==> src/rtl/seg7_page_scheduler.sv <==
// -----------------------------------------------------------------------------
// seg7_page_scheduler
//
// Rotates the 7-segment display through up to four stored 16-bit pages.
// Software loads page bytes, a dwell time (ms) and a control word through
// the processor bus. When enabled, the block periodically requests bus
// mastership and writes the current page into the display registers at
// DispBaseAddr (left byte) and DispBaseAddr+1 (right byte).
//
// Register window (write-only, offsets from CfgBaseAddr):
//   +0..+7 : page p left byte at +2p, right byte at +2p+1
//   +8     : control, bit0 = enable, bits[2:1] = last page index
//   +9     : dwell in ms (0 behaves as 1)
//
// Ports:
//   CLK          in   system clock
//   RESET        in   asynchronous active-low reset
//   BUS_DATA     in   processor write data
//   BUS_ADDR     in   processor address
//   BUS_WE       in   processor write strobe
//   BUS_GNT      in   arbiter grant
//   BUS_REQ      out  bus mastership request
//   BUS_ADDR_OUT out  address driven while granted (0 when not writing)
//   BUS_DATA_OUT out  data driven while granted (0 when not writing)
//   BUS_WE_OUT   out  write strobe driven while granted
//   CUR_PAGE     out  index of the page most recently written or pending
// -----------------------------------------------------------------------------
module seg7_page_scheduler #(
  parameter logic [7:0] CfgBaseAddr  = 8'hD8,
  parameter logic [7:0] DispBaseAddr = 8'hD0,
  parameter int         TickMax      = 99999
) (
  input  logic       CLK,
  input  logic       RESET,
  input  logic [7:0] BUS_DATA,
  input  logic [7:0] BUS_ADDR,
  input  logic       BUS_WE,
  input  logic       BUS_GNT,
  output logic       BUS_REQ,
  output logic [7:0] BUS_ADDR_OUT,
  output logic [7:0] BUS_DATA_OUT,
  output logic       BUS_WE_OUT,
  output logic [1:0] CUR_PAGE
);

  typedef enum logic [2:0] {
    IDLE,
    REQ,
    WR_L,
    WR_R,
    WAIT
  } stateT;

  localparam logic [16:0] tickLast  = 17'(TickMax);
  localparam logic [7:0]  dispRight = 8'(DispBaseAddr + 8'd1);

  stateT       state;
  logic [16:0] preCnt;
  logic        msTick;

  logic [7:0]  pageL [4];
  logic [7:0]  pageR [4];
  logic        enable;
  logic [1:0]  lastPage;
  logic [7:0]  dwell;
  logic [7:0]  dwellCnt;
  logic [1:0]  curPage;

  logic        busReq;
  logic        busWeOut;
  logic [7:0]  busAddrOut;
  logic [7:0]  busDataOut;

  logic [7:0]  regOff;
  logic        inWindow;
  logic        cfgWr;
  logic        ctrlWr;
  logic        enNext;
  logic [7:0]  dwellEff;

  // Address decode. The subtraction wraps, so anything below the base lands
  // far outside the 10-byte window. The processor is locked out while this
  // block owns the bus, judged by the registered request it is driving.
  assign regOff   = BUS_ADDR - CfgBaseAddr;
  assign inWindow = (regOff < 8'd10);
  assign cfgWr    = BUS_WE && inWindow && !busReq;
  assign ctrlWr   = cfgWr && (regOff == 8'd8);

  // IDLE looks at the enable value being written this edge so that an
  // enabling write starts the rotation without an extra cycle; it also
  // catches an enable that landed while the FSM was dropping back to IDLE.
  assign enNext   = ctrlWr ? BUS_DATA[0] : enable;
  assign dwellEff = (dwell == 8'd0) ? 8'd1 : dwell;
  assign msTick   = (preCnt == tickLast);

  // Free-running ms prescaler, independent of the scheduler state.
  always_ff @(posedge CLK or negedge RESET) begin
    if (!RESET) begin
      preCnt <= '0;
    end else if (msTick) begin
      preCnt <= '0;
    end else begin
      preCnt <= preCnt + 17'd1;
    end
  end

  // Configuration registers.
  always_ff @(posedge CLK or negedge RESET) begin
    if (!RESET) begin
      for (int i = 0; i < 4; i++) begin
        pageL[i] <= '0;
        pageR[i] <= '0;
      end
      enable   <= 1'b0;
      lastPage <= '0;
      dwell    <= '0;
    end else if (cfgWr) begin
      if (regOff == 8'd8) begin
        enable   <= BUS_DATA[0];
        lastPage <= BUS_DATA[2:1];
      end else if (regOff == 8'd9) begin
        dwell <= BUS_DATA;
      end else if (regOff[0]) begin
        pageR[regOff[2:1]] <= BUS_DATA;
      end else begin
        pageL[regOff[2:1]] <= BUS_DATA;
      end
    end
  end

  // Scheduler FSM. Bus outputs are registered from the current state, so
  // they trail the state by one clock: the cycle spent in WR_L is followed
  // by the left-byte write on the bus, and likewise for WR_R. Page bytes
  // are read in that state cycle, so edits show on the page's next write.
  always_ff @(posedge CLK or negedge RESET) begin
    if (!RESET) begin
      state      <= IDLE;
      curPage    <= '0;
      dwellCnt   <= '0;
      busReq     <= 1'b0;
      busWeOut   <= 1'b0;
      busAddrOut <= '0;
      busDataOut <= '0;
    end else begin
      busReq     <= (state == REQ) || (state == WR_L) || (state == WR_R);
      busWeOut   <= (state == WR_L) || (state == WR_R);
      busAddrOut <= '0;
      busDataOut <= '0;
      if (state == WR_L) begin
        busAddrOut <= DispBaseAddr;
        busDataOut <= pageL[curPage];
      end else if (state == WR_R) begin
        busAddrOut <= dispRight;
        busDataOut <= pageR[curPage];
      end

      case (state)
        IDLE: begin
          if (enNext) begin
            state   <= REQ;
            curPage <= '0;
          end
        end
        REQ: begin
          if (!enable) begin
            state <= IDLE;
          end else if (BUS_GNT) begin
            state <= WR_L;
          end
        end
        // Grant is held by the arbiter until the request drops, so it is
        // not re-checked once the write pair has started.
        WR_L: begin
          state <= WR_R;
        end
        WR_R: begin
          if (!enable) begin
            state <= IDLE;
          end else begin
            state    <= WAIT;
            dwellCnt <= '0;
          end
        end
        WAIT: begin
          if (!enable) begin
            state <= IDLE;
          end else if (dwellCnt >= dwellEff) begin
            // A shrunken last index wraps an out-of-range page back to 0.
            curPage <= (curPage >= lastPage) ? 2'd0 : curPage + 2'd1;
            state   <= REQ;
          end else if (msTick) begin
            dwellCnt <= dwellCnt + 8'd1;
          end
        end
        default: begin
          state <= IDLE;
        end
      endcase
    end
  end

  assign BUS_REQ      = busReq;
  assign BUS_WE_OUT   = busWeOut;
  assign BUS_ADDR_OUT = busAddrOut;
  assign BUS_DATA_OUT = busDataOut;
  assign CUR_PAGE     = curPage;

endmodule

==> config.mk <==
export PLATFORM = sky130hd
export DESIGN_NAME = seg7_page_scheduler
export DESIGN_NICKNAME = d
export VERILOG_FILES = /design/src/rtl/seg7_page_scheduler.sv
export SDC_FILE = /design/constraint.sdc
export NUM_CORES = 1
export LEC_CHECK = 0
export ABC_AREA = 0
export CORE_ASPECT_RATIO = 2
export CORE_MARGIN = 2
export CORE_UTILIZATION = 60
export CTS_CLUSTER_DIAMETER = 50
export DETAILED_ROUTE_END_ITERATION = 8
export GPL_TIMING_DRIVEN = 0
export PLACE_DENSITY = 0.91
export SLEW_MARGIN = 20
export SYNTH_ARGS = -nofsm -noshare
export SYNTH_HDL_FRONTEND = slang
export SYNTH_SLANG_ARGS = --single-unit
==> constraint.sdc <==
create_clock -name CLK -period 4.1 [get_ports CLK]
set_clock_uncertainty 0.1 [all_clocks]
set_input_delay 0.615 -clock CLK [delete_from_list [all_inputs] [get_ports CLK]]
set_output_delay 0.615 -clock CLK [all_outputs]
set_load 0.01 [all_outputs]
**Where the registers sit**

Scale: 2 px per um. Other sequential cells in the stronger gray, the rest of the logic in the fainter gray.
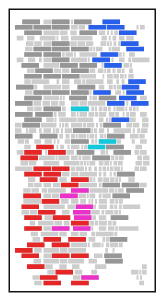
| color | netlist name | flops |
|---|---|---|
| cyan | state | 3 |
| red | pageR | 32 |
| magenta | dwell | 8 |
| blue | preCnt | 17 |

**Wires at chosen ports, followed through buffers**

Scale: 4 px per um.
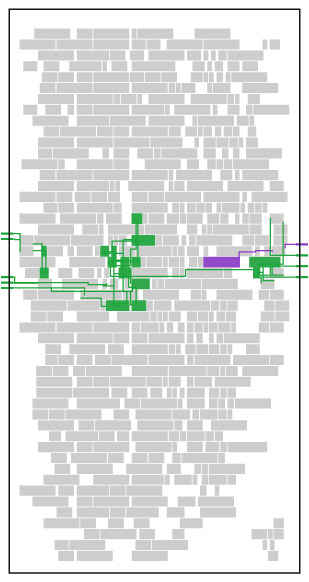
| color | port | direction | edge | end cells | buffers | wire |
|---|---|---|---|---|---|---|
| green | BUS_ADDR | input | 5 left, 3 right | 16 | 8 | 361 um |
| purple | BUS_REQ | output | right | 1 | 1 | 14.6 um |
Ports: 40
IO Port Bufs: 32

**Cells colored by class**

Scale: 2 px per um.
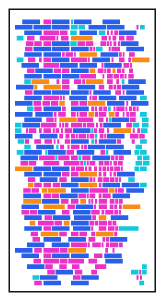
| color | class | cells |
|---|---|---|
| cyan | remaining buffers and delay cells | 53 |
| orange | clock drivers and dummy loads | 32 |
| blue | sequential cells | 116 |
| magenta | remaining logic cells | 309 |
Cell Rows: 49
sequential share of cell area: 0.435
Final Cell Area: 6680 um2

==> reports/metrics.cfg <==
[synth]
yosysTopAreaCell = dfrtp_1
synth_simple_gate_area_share = 0.127
edf_count = 0
ff_type = dfrtp_1
synth-xor-area-share = 0.0235
synthTopLogicFamily = multiplexers
yosys.area_share.adder = 0.0291
async_reset_ff_frac = 1.00
syn_area_um2 = 5590
synth_cell_type_count = 54
ys_sh_aoi = 0.0512
synth_cells = 442
ys_area_um2 = 5590
top_cells_by_area = dfrtp_1 52%, mux2_2 15%, mux4_2 6.4%
postSynthAreaPerCell_um2 = 12.7
ys.warnings.count = 0
ys_ff = 116
top_area_frac = 0.519
ys_seq_frac = 0.519

[route]
firstDrtPassIters = 5
wl_met2_um = 7140
wl_met1_um = 4550
routed.top_layer = met4
viasPerCell = 6.43
wl_met3_um = 668
routed_wl_um = 13100
drt-initial-drc-count = 339
wire_per_inst_um = 21.5
vias = 3937

[pwr]
p_leak_nw = 3.05
p_int_mw = 2.36
combinationalPower_mw = 0.531
clkPwrFrac = 0.453
p_seq_frac = 0.385
pwr-share-comb = 0.162
powerDensity_nw_per_um2 = 492
ir_worst_vdd_mv = 0.507
power_clock_mw = 1.49

[setup_path]
path_class = in2reg
crit_top_cell = nor2_1
worstSetupEndpointType = flip-flop
r2r_start = dwell[4]$_DFFE_PN0P_
r2r-end = dwellCnt[7]$_DFFE_PN0P_
start_kind = input pin
cp_max_fo = 8
cp-endpoint = pageL[0]$_DFFE_PN0P_
required_ns = 4.30
worstSetupStartpoint = BUS_ADDR[3]
arrival_ns = 3.38
cp_num_cells = 8
critPathTopFamily = simple AND/OR/NAND/NOR gates
slowest_delay_ns = 0.65
crit_chain = clkdlybuf4s50_1, ha_1, nor2_1, nand3_1, nor2_1, nand3b_1, nor2_2, mux2_2

[cells_and_area]
lay_top_cells = 116 x dfrtp_1, 75 x mux2_2, 32 x nand2_1, 31 x clkdlybuf4s50_1, 20 x nand3_1
syn_to_final_growth_pct = 19.3
nFillCells = 541
layout-drive-gt1-share = 0.306
nClkBuffers = 17
largest_cell_class = sequential cells
comb_cells = 292
fin_nets = 530
diodes = 0
inv_count = 17
lay_top_count = dfrtp_1
fin_util = 0.741
top_regs = pageL: 32 flops, pageR: 32 flops, preCnt: 17 flops
final-seq-area_um2 = 2900

[global_route]
top_usage_layer = met2
grt.total_usage = 0.285
met1_usage = 0.307
grtUsageMet2 = 0.477
grt-ovfl-total = 0
grt_pass1_wl_um = 21300
grt_max_degree = 69

[sta]
setup_viol = 0
tightestPinTransition_ns = 0.686
final.setup.worst_slack_ns = 0.911
period_used_share = 0.778
fmax_ghz = 0.314
slew_viol_final = 0
slew-limit-headroom = 0.543
hold_slack_ns = 0.0315

[worst_hold_path]
worstHoldPathType = in2async

[cts]
cts_resized = 0
cts_tree = done
cts_hold_buf = 0
insertion_delay_ns = 0.42
cts_max_path_buffers = 2
post_cts_buffers = 0
path_clk_slew_ns = 0.06

[floorplan]
core-area_um2 = 9010

[placement]
gp_congestion = 0.880
place_hpwl_um = 8760

[run_status]
status = completed

[run]
maxCapViolCount = 0
warnings = 26

## cell usage after synthesis, types with 3 or more instances
cell type and number:
mux4_2 16, o21ai_0 10, dfrtp_1 116, ha_1 13, nand4_1 8, nor2_2 5, or3_1 4, buf_4 7
inv_1 16, o31ai_1 3, nand3_1 20, nand2_1 32, clkbuf_1 8, a21oi_1 14, and3_1 4, o21a_1 3
mux2_2 75, nor4_1 4, nor2_1 18, nand2b_1 5, nand3b_1 3, xnor2_1 7, buf_2 4, nor3_1 3
xor2_1 8
## through the flow
step | setup TNS (ns) | std cells | area [um2]
3_3_place_gp | -201.78 | 579 | 6050
2_1_floorplan | 0 | 445 | 5610
5_1_grt | 0 | 612 | 6680
3_5_place_dp | 0 | 580 | 6080
6_report | 0 | 612 | 6680
4_1_cts | 0 | 612 | 6680
Power figures rest on the tool's default switching activity, not on a simulated workload.
